[src/rtl/product_accumulator.sv]
`default_nettype none
// ============================================================================
// Module   : product_accumulator
// Brief    : Sums a burst of unsigned multiplier products into a guarded
//            accumulator; presents the total, term count and overflow flag.
// Revision : 1.0 - initial release
// ============================================================================
module product_accumulator #(
  parameter int PROD_W = 128,
  parameter int GUARD  = 8,
  parameter int CNT_W  = 8,
  parameter int ACC_W  = PROD_W + GUARD
) (
  input  logic              clk,
  input  logic              rst_n,
  input  logic              clear,
  input  logic              in_valid,
  output logic              in_ready,
  input  logic [PROD_W-1:0] in_prod,
  input  logic              in_last,
  output logic              out_valid,
  input  logic              out_ready,
  output logic [ACC_W-1:0]  out_acc,
  output logic [CNT_W-1:0]  out_count,
  output logic              out_ovf
);

  typedef enum logic [0:0] {
    ST_ACC  = 1'b0,
    ST_HOLD = 1'b1
  } state_t;

  state_t           r_state;
  logic [ACC_W-1:0] r_acc;
  logic [CNT_W-1:0] r_count;
  logic             r_ovf;
  logic             r_in_ready;

  logic [ACC_W:0]   w_sum;
  logic [CNT_W-1:0] w_count_inc;
  logic             w_accept;

  always_comb begin
    w_sum       = {1'b0, r_acc} + {1'b0, {GUARD{1'b0}}, in_prod};
    w_count_inc = (r_count == {CNT_W{1'b1}}) ? r_count : r_count + CNT_W'(1);
    w_accept    = (r_state == ST_ACC) && r_in_ready && in_valid;
  end

  // in_ready is its own register so it stays low through reset and only
  // rises on the first edge after release.
  always_ff @(posedge clk or negedge rst_n) begin
    if (!rst_n) begin
      r_state    <= ST_ACC;
      r_acc      <= '0;
      r_count    <= '0;
      r_ovf      <= 1'b0;
      r_in_ready <= 1'b0;
    end else if (clear) begin
      r_state    <= ST_ACC;
      r_acc      <= '0;
      r_count    <= '0;
      r_ovf      <= 1'b0;
      r_in_ready <= 1'b1;
    end else begin
      case (r_state)
        ST_ACC: begin
          r_in_ready <= 1'b1;
          if (w_accept) begin
            r_acc   <= w_sum[ACC_W-1:0];
            r_count <= w_count_inc;
            r_ovf   <= r_ovf | w_sum[ACC_W];
            if (in_last) begin
              r_state    <= ST_HOLD;
              r_in_ready <= 1'b0;
            end
          end
        end
        ST_HOLD: begin
          r_in_ready <= 1'b0;
          if (out_ready) begin
            r_state    <= ST_ACC;
            r_acc      <= '0;
            r_count    <= '0;
            r_ovf      <= 1'b0;
            r_in_ready <= 1'b1;
          end
        end
        default: begin
          r_state    <= ST_ACC;
          r_in_ready <= 1'b1;
        end
      endcase
    end
  end

  assign in_ready  = r_in_ready;
  assign out_valid = (r_state == ST_HOLD);
  assign out_acc   = r_acc;
  assign out_count = r_count;
  assign out_ovf   = r_ovf;

endmodule
`default_nettype wire

[config.mk]
export PLATFORM = sky130hd
export DESIGN_NAME = product_accumulator
export DESIGN_NICKNAME = d
export VERILOG_FILES = /design/src/rtl/product_accumulator.sv
export SDC_FILE = /design/constraint.sdc
export NUM_CORES = 1
export LEC_CHECK = 0
export CAP_MARGIN = 20
export CORE_AREA = 2 2 178 180
export DETAILED_ROUTE_END_ITERATION = 10
export DIE_AREA = 0 0 180 182
export PLACE_DENSITY = 0.7
export SYNTH_ARGS = -nofsm -noshare
export SYNTH_HDL_FRONTEND = slang
export SYNTH_SLANG_ARGS = --single-unit
[constraint.sdc]
create_clock -name clk -period 3.3 [get_ports clk]
set_input_delay 0.495 -clock clk [delete_from_list [all_inputs] [get_ports clk]]
set_output_delay 0.495 -clock clk [all_outputs]
set_load 0.02 [all_outputs]
Figure 1. PDN straps and rails (run 1).
Scale: 2 px per um. Pins as bars on the die edge.
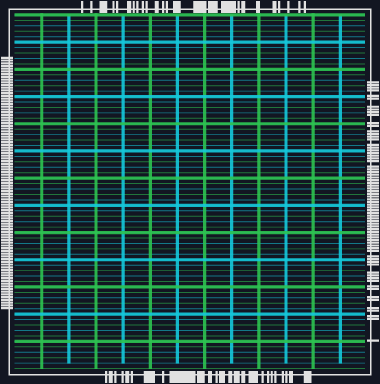
| net | colour |
|---|---|
| VDD | cyan |
| VSS | green |
rows: 65
met4 straps: 12
met5 straps: 13
signal pins: 281
met1 rails: 66
Max IR drop VDD: 406.5 uV
Die X: 180 um
Die H: 182 um

Figure 2. Placed cells, one colour a class (run 1).
Scale: 1.5 px per um. Fill, decap, tap and diode cells in grey.
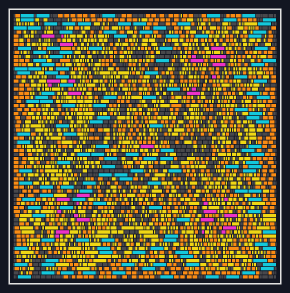
| class | colour | cells |
|---|---|---|
| remaining logic cells | yellow | 1580 |
| clock drivers and dummy loads | magenta | 32 |
| registers | cyan | 147 |
| remaining buffers and delay cells | orange | 898 |
fraction of area in registers: 15.96%
FP Rows: 65
Finished Core Util: 74.41%
design area: 23060 sq um

Figure 3. Routed clock nets over the placement (run 1).
Scale: 3 px per um.
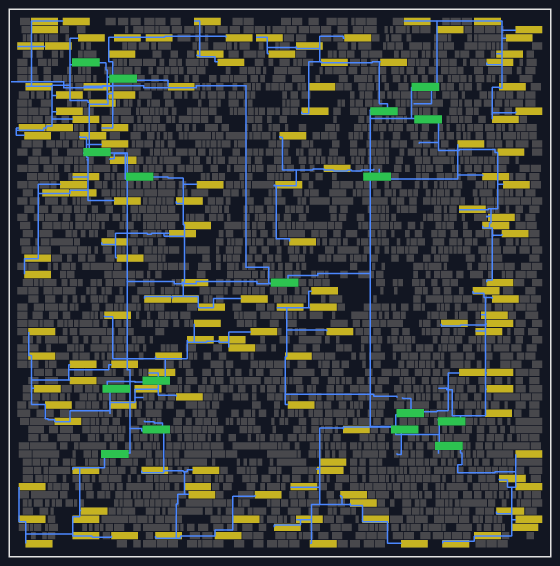
[clock wires] blue | length: 2580 um
[clock-net drivers] green | count: 17
[flip-flops] yellow | count: 147
routed clock nets: 18
clk_skew: 0.01214 ns
Clk. pwr: 0.00199 W
clock power share: 19.0%
clk ins delay skew pair: 0.46 ns

[run 1: worst max-delay path, cell delays in order, from the launching register on]
cell      delay, ns
dfrtp_1        0.42
ha_4           0.31
buf_4          0.13
nand4_1        0.19
nor2_2         0.17
o211ai_1       0.14
a31oi_1        0.21
buf_4          0.20
a21oi_2        0.09
o32a_1         0.22
o2111a_2       0.32
or2_4          0.27
o31ai_4        0.25
buf_4          0.16
mux2i_1        0.18
nand2_1        0.06
[run 1: stage by stage]
stage	hold WS [ns]	utilization, %	cell area [sq um]	std cells
5_1_grt	0.5259	74.40	23050	3060
2_1_floorplan	0.1994	-	13630	1808
6_report	0.5064	74.41	23060	3062
3_3_place_gp	0.4607	67.77	21000	2985
3_5_place_dp	0.4724	67.77	21000	2985
4_1_cts	0.5095	71.12	22040	3030
[run 1: area by class of cell]
type / count / area, sq um
inverters: 23 / 86.33
fillers: 2421 / 7929
repair buffers: 898 / 7527
flip-flops and latches: 147 / 3680
clock inverters: 14 / 130.1
diodes: 3 / 7.507
well taps: 402 / 503.0
multi-input cells: 1557 / 10680
clock buffers: 18 / 439.2
[run 1: per-layer routing]
layer  vias up  share of wire (%)  track usage [%]
met5         -              0.021                0
met4         2                3.2            11.48
met3       122                6.9            5.816
met2       693                 48            57.20
met1      8231                 42            43.72
li1       8265                  -                -
[run 1: what timing repair did]
action,in CTS,in global routing
setup endpoints to repair,50,67
hold buffers,1,0
pin swaps,34,100
buffers inserted,12,35
resized,72,183
endpoints found under the hold margin,4,0
[run 1: placed cells by master, fill, tap and decap left out, drive strengths merged, types with 10 or more instances in the layout]
master,count
a21boi,10
a21o,44
a21oi,224
a31oi,12
and3,14
buf,618
clkbuf,18
clkdlybuf4s50,265
dfrtp,147
ha,129
inv,26
nand2,294
nand3,21
nand4,62
nor2,147
nor2b,15
nor3,30
nor4,12
o211ai,12
o21a,18
o21ai,247
o21bai,21
o31ai,13
xnor2,58
xor2,69
[run 1: sequential cells by signal, summed over array words and instances, names as in the netlist]
register and flops:
out_count 8, out_acc 136, out_ovf 1, in_ready 1, out_valid 1
[run 1: worst paths after layout]
path,slack (ns),cells past startpoint,end,start
hold reg to reg,0.51,1,out_ovf,out_ovf
hold / removal,0.51,1,out_ovf,out_ovf
min in group asynchronous,0.55,2,out_acc[39],rst_n
setup / recovery,-0.14,15,out_acc[125],out_acc[9]
max in group asynchronous,1.75,3,out_acc[97],rst_n
setup reg to reg,-0.14,15,out_acc[125],out_acc[9]
[run 1: synthesized netlist by cell type (all sizes together), types with 23 or more instances]
| cell type | instances |
|---|---|
| nand2 | 294 |
| o21ai | 247 |
| a21oi | 224 |
| dfrtp | 147 |
| nor2 | 147 |
| ha | 129 |
| xor2 | 69 |
| clkbuf | 67 |
| nand4 | 62 |
| xnor2 | 58 |
| a21o | 44 |
| nor3 | 30 |
| inv | 23 |
[run 1: report_power, final]
| group | internal (W) | total [W] | switching [W] | leakage [nW] |
|---|---|---|---|---|
| clock network | 0.00107 | 0.00199 | 0.000921 | 0.277 |
| logic | 0.00307 | 0.00622 | 0.00315 | 8.14 |
| registers | 0.00203 | 0.00225 | 0.000216 | 1.98 |
==> qor.yml, run 1 <==
run_status:
  status: "finished, violations left"
  violations: "setup timing"
grt:
  grt.overflow.total: 0
  grt_use_total_pct: 33.82
  first_global_vias: 17090
  grt_max_degree: 58
  antenna_found_initial: 4
clock_tree:
  cts_tree: "done"
  clock_sink_count: 147
  cts-htree-levels: 4
  numCtsBuffers: 17
timing:
  drv_slew: 0
  worst_slack_ns: -0.1355
  period_used_pct: 104.1
  rsz0062_at_grt: "true"
  tightestPinTransition_ns: 0.7327
  period_minus_slack_ns: 3.436
  setup_violations: 15
  tns_ns: -0.8965
  max_slew_margin_pct: 51.16
critical_path:
  startpoint_type: "flip-flop"
  crit_type: "flip-flop to flip-flop"
  cp_max_fo: 4
  endpoint_kind: "flip-flop"
  critPathRequiredTime_ns: 3.64
  critPathArrivalTime_ns: 3.77
power_and_ir_drop:
  power_w: 0.01046
  power_per_cell_area_nw_per_um2: 453.6
  total_leakage_power_nw: 10.39
route:
  drtAntennaViolNets: 0
  drtIter0Drc: 1414
  first_pass_iters: 6
  routed_wl_mm: 58.04
  drc: 0
placed_design:
  port_buffers: 280
  post-place-ws_ns: -0.9739
  gp_congestion: 0.9798
job:
  maxCapViolations: 0
  tool_warnings: 28
synth:
  ys.flops: 147
  synth-xor-area-share_pct: 8.158
  yosysTopAreaCellShare_pct: 26.98
  simple_gate_area_share_pct: 20.81
  syn_area_sq_um: 13630
  syn_inst: 1808
  yosysUniqueCellTypes: 79
  ys.flop_type: "dfrtp_1"
  yosysWarnings: 0
  topCellsByArea: "dfrtp_1 27%, ha_1 12%, o21ai_0 8.3%"
  ys_sh_mux_pct: 0.2937
  ys_async_sr_fraction_pct: 100.0
  yosys.stat.seqShare_pct: 26.98
  syn_nets: 2072
die:
  initCoreUtil_pct: 44.00
  coreArea_sq_um: 30990
  io_pins: 281
  die_area_sq_um: 32760
layout:
  drive_gt1_share_pct: 31.43
  area_delta_synth_final_pct: 69.11
min_path:
  hp-class: "flip-flop to flip-flop"
==> run 2, diff against run 1 <==
--- a/config.mk
+++ b/config.mk
@@ -10,6 +10,8 @@
 export DETAILED_ROUTE_END_ITERATION = 10
 export DIE_AREA = 0 0 180 182
 export PLACE_DENSITY = 0.7
+export RECOVER_POWER = 100
+export SLEW_MARGIN = 30
 export SYNTH_ARGS = -nofsm -noshare
 export SYNTH_HDL_FRONTEND = slang
 export SYNTH_SLANG_ARGS = --single-unit
Figure 4. Cell outlines without signal wires (run 2).
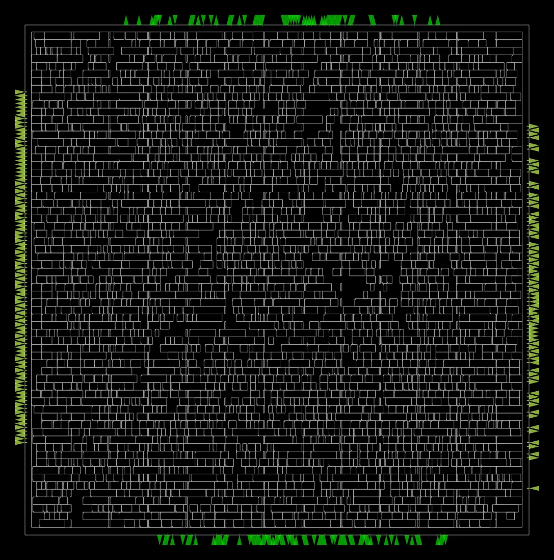
fraction of area in registers: 15.99%
Layout Cells excl Fill: 3062
Tapcells: 402
Placeable Area: 30990 sq um

==> run 2 against run 1 <==
Compared with the run above: the flow still finishes with violations (setup timing); worst setup slack worse by 0.0069 ns; synthesized cell count stayed put; routed wire length hardly changed; sequential share of layout area hardly changed; combinational power is 2% lower; area after synthesis stayed put.
==> qor.yml, run 2 <==
clock_tree:
  clock_sink_count: 147  # unchanged
  cts_buffer_depth: 2  # unchanged
  clk_pin_slew_ns: 0.07  # about the same
  clock-root-buffer: "clkbuf_16"  # unchanged
  cts_tree: "done"  # unchanged
  clk_latency_ns: 0.46  # about the same
  cts-htree-levels: 4  # unchanged
  numCtsBuffers: 17  # unchanged
layout:
  post-route-util_pct: 74.29  # was 74.41%
  layout_top_cell: "buf_4"  # unchanged
  final_cell_area_sq_um: 23020  # was 23060 sq um
  largest_register_ff_count: 136  # unchanged
  area_delta_synth_final_pct: 68.84  # was 69.11%
  final_cell_mix: "605 x buf_4, 289 x nand2_1, 193 x o21ai_0, 176 x a21oi_1, 149 x dlygate4sd3_1"  # was 609 x buf_4, 289 x nand2_1, 265 x clkdlybuf4s50_1, 193 x o21ai_0, 176 x a21oi_1
  nets: 2908  # unchanged
  drive_gt1_share_pct: 31.35  # was 31.43%
critical_path:
  endpoint: "out_acc[125]"  # unchanged
  worstRegToRegCells: 15  # unchanged
  critPathSlowestCell: "dfrtp_1"  # unchanged
  cp_max_fo: 4  # unchanged
  crit_chain: "ha_4 > buf_4 > nand4_1 > nor2_2 > o211ai_1 > a31oi_1 > buf_4 > a21oi_2 > o32a_1 > o2111a_2 > or2_4 > o31ai_4 > buf_4 > mux2i_1 > nand2_1"  # unchanged
  critPathArrivalTime_ns: 3.78  # was 3.77 ns
  critPathMaxStageDelay_ns: 0.42  # about the same
  endpoint_kind: "flip-flop"  # unchanged
  critPathLaunch: "out_acc[9]"  # unchanged
  r2r-start: "out_acc[9]"  # unchanged
  r2r-end: "out_acc[125]"  # unchanged
  rrSetupSlack_ns: -0.14  # about the same
  crit_path_frequent_cell: "buf_4"  # unchanged
  startpoint_type: "flip-flop"  # unchanged
  crit_type: "flip-flop to flip-flop"  # unchanged
  critPathRequiredTime_ns: 3.64  # about the same
die:
  io_pins: 281  # unchanged
  fp.dieW_um: 180  # unchanged
  initCoreUtil_pct: 44.00  # unchanged
  die_area_sq_um: 32760  # unchanged
  dieHeight_um: 182  # unchanged
  num_rows: 65  # unchanged
grt:
  grtUsageMet3_pct: 5.816  # unchanged
  top_usage_layer: "met2"  # unchanged
  grtUsageMet2_pct: 57.20  # unchanged
  grt_max_degree: 58  # unchanged
  first_global_vias: 17090  # unchanged
  grt_use_total_pct: 33.82  # unchanged
  grt_pass1_wl_mm: 89.61  # unchanged
  antenna_found_initial: 5  # was 4
  grt.overflow.total: 0  # unchanged
  use_met1_pct: 43.72  # unchanged
timing:
  clock_skew_ns: 0.01104  # was 0.01214 ns
  drv_slew: 0  # unchanged
  finalHoldViolCount: 0  # unchanged
  worst_slack_ns: -0.1425  # was -0.1355 ns
  timing.hold.ws_ns: 0.4996  # was 0.5064 ns
  period_used_pct: 104.3  # was 104.1%
  tightestPinTransition_ns: 1.344  # was 0.7327 ns
  rsz0062_at_grt: "true"  # unchanged
  period_minus_slack_ns: 3.442  # was 3.436 ns
  fmax_ghz: 0.2905  # was 0.2911 GHz
  setup_violations: 16  # was 15
  max_slew_margin_pct: 10.37  # was 51.16%
synth:
  syn_area_sq_um: 13630  # unchanged
  yosysWarnings: 0  # unchanged
  ys_cells: 1808  # unchanged
  syn_nets: 2072  # unchanged
  top_area_cell: "dfrtp_1"  # unchanged
  ys.flop_type: "dfrtp_1"  # unchanged
  common_cells: "293 x nand2_1, 227 x o21ai_0, 223 x a21oi_1"  # unchanged
  syn_inst: 1808  # unchanged
  ys_async_sr_fraction_pct: 100.0  # unchanged
  synth_dominant_cell_count: "nand2_1"  # unchanged
  yosysUniqueCellTypes: 79  # unchanged
  syn_area_per_cell_sq_um: 7.541  # unchanged
  ys_area_sq_um: 13630  # unchanged
  yosysTopAreaCellShare_pct: 26.98  # unchanged
  ys.flops: 147  # unchanged
  topCellsByArea: "dfrtp_1 27%, ha_1 12%, o21ai_0 8.3%"  # unchanged
  edf_count: 0  # unchanged
  yosys.stat.seqShare_pct: 26.98  # unchanged
job:
  maxCapViolations: 0  # unchanged
  tool_warnings: 28  # unchanged
route:
  routed_wl_mm: 57.99  # was 58.04 mm
  wl_per_cell_um: 18.94  # was 18.95 um
  drc: 0  # unchanged
  drtIter0Drc: 1546  # was 1414
  avgViaCountPerCell: 5.659  # was 5.654
  drtAntennaViolNets: 0  # unchanged
  vias: 17330  # was 17310
  first_pass_iters: 6  # unchanged
placed_design:
  post-place-ws_ns: -0.9739  # unchanged
  placed_cell_area_sq_um: 21000  # unchanged
  gp_congestion: 0.9798  # unchanged
  port_buffers: 280  # unchanged
  dp_hpwl_mm: 44.96  # unchanged
power_and_ir_drop:
  power_per_cell_area_nw_per_um2: 449.7  # was 453.6 nW/um^2
  total_leakage_power_nw: 10.79  # was 10.39 nW
  irDropWorstVdd_uv: 407.6  # was 406.5 uV
  power_w: 0.01035  # was 0.01046 W
run_status:
  status: "finished, violations left"  # unchanged
  violations: "setup timing"  # unchanged
min_path:
  hp-class: "flip-flop to flip-flop"  # unchanged
-- run 2: cell count changes in the layout (fill, tap and decap cells not counted), moves of 3 or more --
cell             delta
clkdlybuf4s50_1   -148
clkbuf_2            +3
dlygate4sd3_1     +148
buf_4               -4
-- run 2: worst max-delay path: cells and delay by family, from the launching register on --
family | cells | cell delay, ns
buffers and inverters | 3 | 0.49
adder cells (fa/ha/maj) | 1 | 0.31
AND-OR/OR-AND | 6 | 1.23
AND/OR/NAND/NOR | 4 | 0.70
flip-flops | 1 | 0.42
multiplexers | 1 | 0.17
-- run 2: worst min-delay path by stage --
stage | from | to | cells after the start
floorplan | rst_n | in_ready | 0
global placement | rst_n | out_acc[41] | 1
detailed placement | rst_n | out_acc[41] | 1
CTS | out_ovf | out_ovf | 1
global route | out_ovf | out_ovf | 1
finish | out_ovf | out_ovf | 1
-- run 2: cell families after synthesis --
group	count (synthesis)	share of synthesized area, %
compound gates	663	28.78
xor+xnor	127	8.158
fa+ha+maj	130	11.98
buf+inv	104	2.992
flops	147	26.98
mux	4	0.2937
simple gates	633	20.81
-- run 2: timing repair --
action	4_1_cts	5_1_grt
buffers inserted	12	35
endpoints found under the hold margin	4	0
pin swaps	34	100
endpoints found under the setup margin	50	67
hold buffers	1	0
gates resized	72	183
-- run 2: metal layers --
metal / vias up / share of wire (%)
li1: 8276 / -
met1: 8234 / 42
met2: 681 / 48
met3: 135 / 7.0
met4: 2 / 3.2
met5: - / 0.022
-- run 2: per-stage QoR --
stage                     setup TNS, ns  cells
after floorplan                       0   1808
after global placement           -41.71   2985
after detailed placement         -45.96   2985
after CTS                      -0.09619   3030
after global routing             -4.275   3060
final                            -1.045   3062
-- run 2: layout make-up --
type / count / area [sq um]
sequential: 147 / 3680
inverter: 23 / 86.33
clock inverter: 14 / 130.1
timing repair buffer: 898 / 7497
clock buffer: 18 / 439.2
multi-input combinational: 1557 / 10680
tap: 402 / 503.0
fill: 2428 / 7966
antenna: 3 / 7.507
-- run 2: power breakdown --
| group | total [W] | internal (W) | switching [W] |
|---|---|---|---|
| registers | 0.00224 | 0.00203 | 0.000211 |
| logic | 0.00612 | 0.00298 | 0.00314 |
| clock network | 0.00199 | 0.00107 | 0.000919 |
| total | 0.0104 | 0.00608 | 0.00427 |
==> run 3, diff against run 2 <==
--- a/config.mk
+++ b/config.mk
@@ -9,9 +9,11 @@
 export CORE_AREA = 2 2 178 180
 export DETAILED_ROUTE_END_ITERATION = 10
 export DIE_AREA = 0 0 180 182
+export HOLD_SLACK_MARGIN = 0.08
 export PLACE_DENSITY = 0.7
 export RECOVER_POWER = 100
 export SLEW_MARGIN = 30
 export SYNTH_ARGS = -nofsm -noshare
 export SYNTH_HDL_FRONTEND = slang
 export SYNTH_SLANG_ARGS = --single-unit
+export TNS_END_PERCENT = 10
==> constraint.sdc (replaced) <==
create_clock -name clk -period 2.8 [get_ports clk]
set_input_delay 0.42 -clock clk [delete_from_list [all_inputs] [get_ports clk]]
set_output_delay 0.42 -clock clk [all_outputs]
set_load 0.02 [all_outputs]
Figure 5. Placed cells, one colour a class (run 3).
Scale: 1.5 px per um. Fill, decap, tap and diode cells in grey.
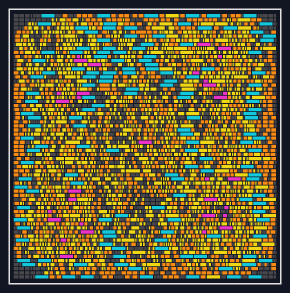
fraction of area in registers: 15.68%
Finished Core Util: 76.18%

==> run 3 against run 2 <==
Compared with the run above: the run ends with capacitance limit, slew limit, setup timing left; routed wire length is 1.2% lower; first-iteration DRC count fell by 20%; sequential power increased by 17%; register-to-register slack worse by 0.40 ns; worst hold slack worse by 0.0028 ns; flip-flop count did not move; clock-buffer cell count stayed put; via count increased by 1.4%; combinational power up 22%; core utilization up 1.9 points; largest power group unchanged; highest routed layer unchanged.
==> qor.yml, run 3 <==
layout:
  final_cell_mix: "667 x buf_4, 290 x nand2_1, 189 x a21oi_1, 180 x o21ai_0, 149 x dlygate4sd3_1"  # was 605 x buf_4, 289 x nand2_1, 193 x o21ai_0, 176 x a21oi_1, 149 x dlygate4sd3_1
  nFillCells: 2388  # was 2428
  nets: 2974  # was 2908
  regArea_sq_um: 3701  # was 3680 sq um
  largest_register_ff_count: 136  # unchanged
  area_delta_synth_final_pct: 73.12  # was 68.84%
  logic_area_sq_um: 10750  # was 10680 sq um
  final_cell_count_no_fill: 3125  # was 3062
  antenna_cells: 0  # was 3
  drive_gt1_share_pct: 33.53  # was 31.35%
  layout_top_cell: "buf_4"  # unchanged
power_and_ir_drop:
  power_per_cell_area_nw_per_um2: 526.2  # was 449.7 nW/um^2
  irDropWorstVdd_uv: 430.2  # was 407.6 uV
  total_leakage_power_nw: 11.00  # was 10.79 nW
die:
  dieHeight_um: 182  # unchanged
  die_area_sq_um: 32760  # unchanged
  num_rows: 65  # unchanged
  initCoreUtil_pct: 44.00  # unchanged
  io_pins: 281  # unchanged
  coreArea_sq_um: 30990  # unchanged
  fp.dieW_um: 180  # unchanged
timing:
  setup_violations: 88  # was 16
  period_minus_slack_ns: 3.355
  tightestPinTransition_ns: 2.032  # was 1.344 ns
  tns_ns: -26.70  # was -1.045 ns
  worst_slack_ns: -0.5547  # was -0.1425 ns
  timing.hold.ws_ns: 0.4968  # was 0.4996 ns
  max_slew_margin_pct: -35.45  # was 10.37%
  fmax_ghz: 0.2981
  period_used_pct: 119.8
  rsz0062_at_grt: "true"  # unchanged
  clock_skew_ns: 0.01549  # was 0.01104 ns
  finalHoldViolCount: 0  # unchanged
  drv_slew: 36  # was 0
job:
  tool_warnings: 29  # was 28
  maxCapViolations: 1  # was 0
clock_tree:
  clock-root-buffer: "clkbuf_16"  # unchanged
  numCtsBuffers: 17  # unchanged
  cts_tree: "done"  # unchanged
  cts-htree-levels: 4  # unchanged
  clock_sink_count: 147  # unchanged
  cts_buffer_depth: 2  # unchanged
  clk_latency_ns: 0.46  # about the same
  clk_pin_slew_ns: 0.07  # about the same
run_status:
  status: "finished, violations left"  # unchanged
  violations: "capacitance limit, slew limit, setup timing"  # was setup timing
synth:
  yosys.stat.seqShare_pct: 26.98  # unchanged
  common_cells: "293 x nand2_1, 227 x o21ai_0, 223 x a21oi_1"  # unchanged
  edf_count: 0  # unchanged
  yosysUniqueCellTypes: 79  # unchanged
  syn_nets: 2072  # unchanged
  topCellsByArea: "dfrtp_1 27%, ha_1 12%, o21ai_0 8.3%"  # unchanged
  yosysWarnings: 0  # unchanged
  syn_area_sq_um: 13630  # unchanged
  top_area_cell: "dfrtp_1"  # unchanged
  syn_area_per_cell_sq_um: 7.541  # unchanged
  syn_inst: 1808  # unchanged
  ys_area_sq_um: 13630  # unchanged
  ys.flop_type: "dfrtp_1"  # unchanged
  yosysTopAreaCellShare_pct: 26.98  # unchanged
  ys_async_sr_fraction_pct: 100.0  # unchanged
  ys_cells: 1808  # unchanged
  ys.flops: 147  # unchanged
  synth_dominant_cell_count: "nand2_1"  # unchanged
placed_design:
  dpl.cell_count: 3061  # was 2985
  port_buffers: 280  # unchanged
  gp_congestion: 1.009  # was 0.9798
  dp_hpwl_mm: 45.12  # was 44.96 mm
route:
  avgViaCountPerCell: 5.625  # was 5.659
  routed_wl_mm: 57.29  # was 57.99 mm
  vias: 17580  # was 17330
  wl_per_cell_um: 18.33  # was 18.94 um
  drc: 0  # unchanged
  first_pass_iters: 5  # was 6
  drtAntennaViolNets: 0  # unchanged
  drtIter0Drc: 1233  # was 1546
critical_path:
  endpoint_kind: "flip-flop"  # unchanged
  cp_max_fo: 4  # unchanged
  crit_type: "input pin to flip-flop"  # was flip-flop to flip-flop
  critPathArrivalTime_ns: 3.70  # was 3.78 ns
  startpoint_type: "input pin"  # was flip-flop
  critPathRequiredTime_ns: 3.15  # was 3.64 ns
  rrSetupSlack_ns: -0.54  # was -0.14 ns
grt:
  grt_pass1_wl_mm: 90.20  # was 89.61 mm
  antenna_found_initial: 1  # was 5
  grt.overflow.total: 0  # unchanged
  grt_use_total_pct: 34.00  # was 33.82%
  first_global_vias: 17700  # was 17090
  grt_max_degree: 59  # was 58
min_path:
  hp-class: "flip-flop to flip-flop"  # unchanged
[run 3: cell counts after synthesis]
Identical to the previous run, type by type.
[run 3: metal layers]
| metal | track usage, % | routed length [um] | vias up | part of all wire [%] |
|---|---|---|---|---|
| met4 | 14.24 | 2342 | 2 | 4.1 |
| met3 | 3.911 | 2898 | 169 | 5.1 |
| met2 | 60.14 | 28100 | 676 | 49 |
| li1 | - | - | 8420 | - |
| met5 | 0 | 13 | - | 0.023 |
| met1 | 41.96 | 23940 | 8312 | 42 |
[run 3: worst paths after layout]
path / from / end / cells after the start
setup / recovery: in_prod[9] / out_acc[125] / 15
hold / removal: out_ovf / out_ovf / 1
setup reg to reg: out_acc[8] / out_acc[125] / 14
hold reg to reg: out_ovf / out_ovf / 1
max in group asynchronous: rst_n / out_acc[60] / 3
min in group asynchronous: rst_n / out_acc[43] / 2
[run 3: cell families (layout without fill, tap and decap cells)]
family | Yosys count | in the layout | synth area share (%)
fa+ha+maj | 130 | 130 | 11.98
compound gates | 663 | 663 | 28.78
flops | 147 | 147 | 26.98
simple gates | 633 | 633 | 20.81
buf+inv | 104 | 1019 | 2.992
mux | 4 | 4 | 0.2937
xor+xnor | 127 | 127 | 8.158
[run 3: power breakdown]
group          total (W)  leakage, nW  switching [W]  internal [W]
sequential       0.00263         1.95       0.000225       0.00240
clock            0.00234        0.279        0.00114       0.00120
combinational    0.00745         8.77        0.00372       0.00373
total             0.0124         11.0        0.00509       0.00733
[run 3: cell type report]
cell class | instances | area share, %
clock inverter | 14 | 0.5566
multi-input combinational | 1557 | 45.53
timing repair buffer | 964 | 33.88
sequential | 147 | 15.68
clock buffer | 18 | 1.861
tap | 402 | 2.131
inverter | 23 | 0.3658
[run 3: what timing repair did]
item | CTS | global route
buffers inserted | 23 | 10
endpoints found under the hold margin | 33 | 0
pin swaps | 64 | 25
setup endpoints to repair | 100 | 105
resized | 136 | 80
hold buffers | 1 | 0
[run 3: critical path, cell delays in order]
cell and delay, ns:
clkdlybuf4s50_1 0.47, ha_4 0.32, nand4_1 0.15, nor2_2 0.15, buf_4 0.12, o211ai_1 0.12
a31oi_1 0.24, buf_4 0.19, a21oi_4 0.07, o32a_1 0.24, o2111a_2 0.31, or2_4 0.29
o31ai_4 0.33, mux2i_1 0.22, nand2_1 0.06
[run 3: metrics by stage]
| step | util, % | cell area, sq um | setup slack [ns] | total power (W) |
|---|---|---|---|---|
| 2_1_floorplan | - | 14040 | -0.2419 | 0.005906 |
| 3_3_place_gp | 70.85 | 21950 | -1.095 | 0.009516 |
| 3_5_place_dp | 70.85 | 21950 | -1.137 | 0.009617 |
| 4_1_cts | 75.07 | 23260 | -0.4996 | 0.01230 |
| 5_1_grt | 76.18 | 23600 | -0.6909 | 0.01313 |
| 6_report | 76.18 | 23600 | -0.5547 | 0.01242 |

==> gallery <==
Signal wires by layer.
Scale: 2 px per um. Two of the layers only.
picture 1
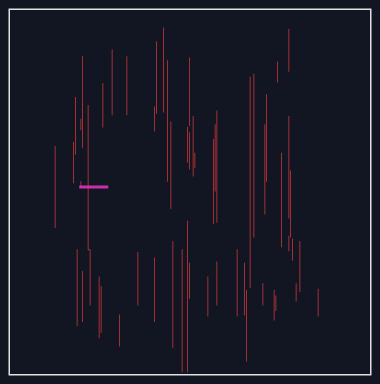
picture 2
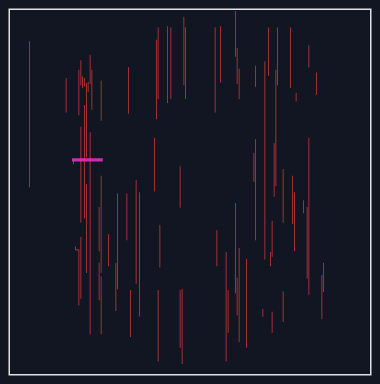
- picture 2 = run 3
- picture 1 = run 1

Key to picture 2:
| layer | colour | wire length |
|---|---|---|
| M5 | magenta | 13.8 um |
| M4 | red | 2340 um |

Power is estimated from default activity; no workload was simulated.
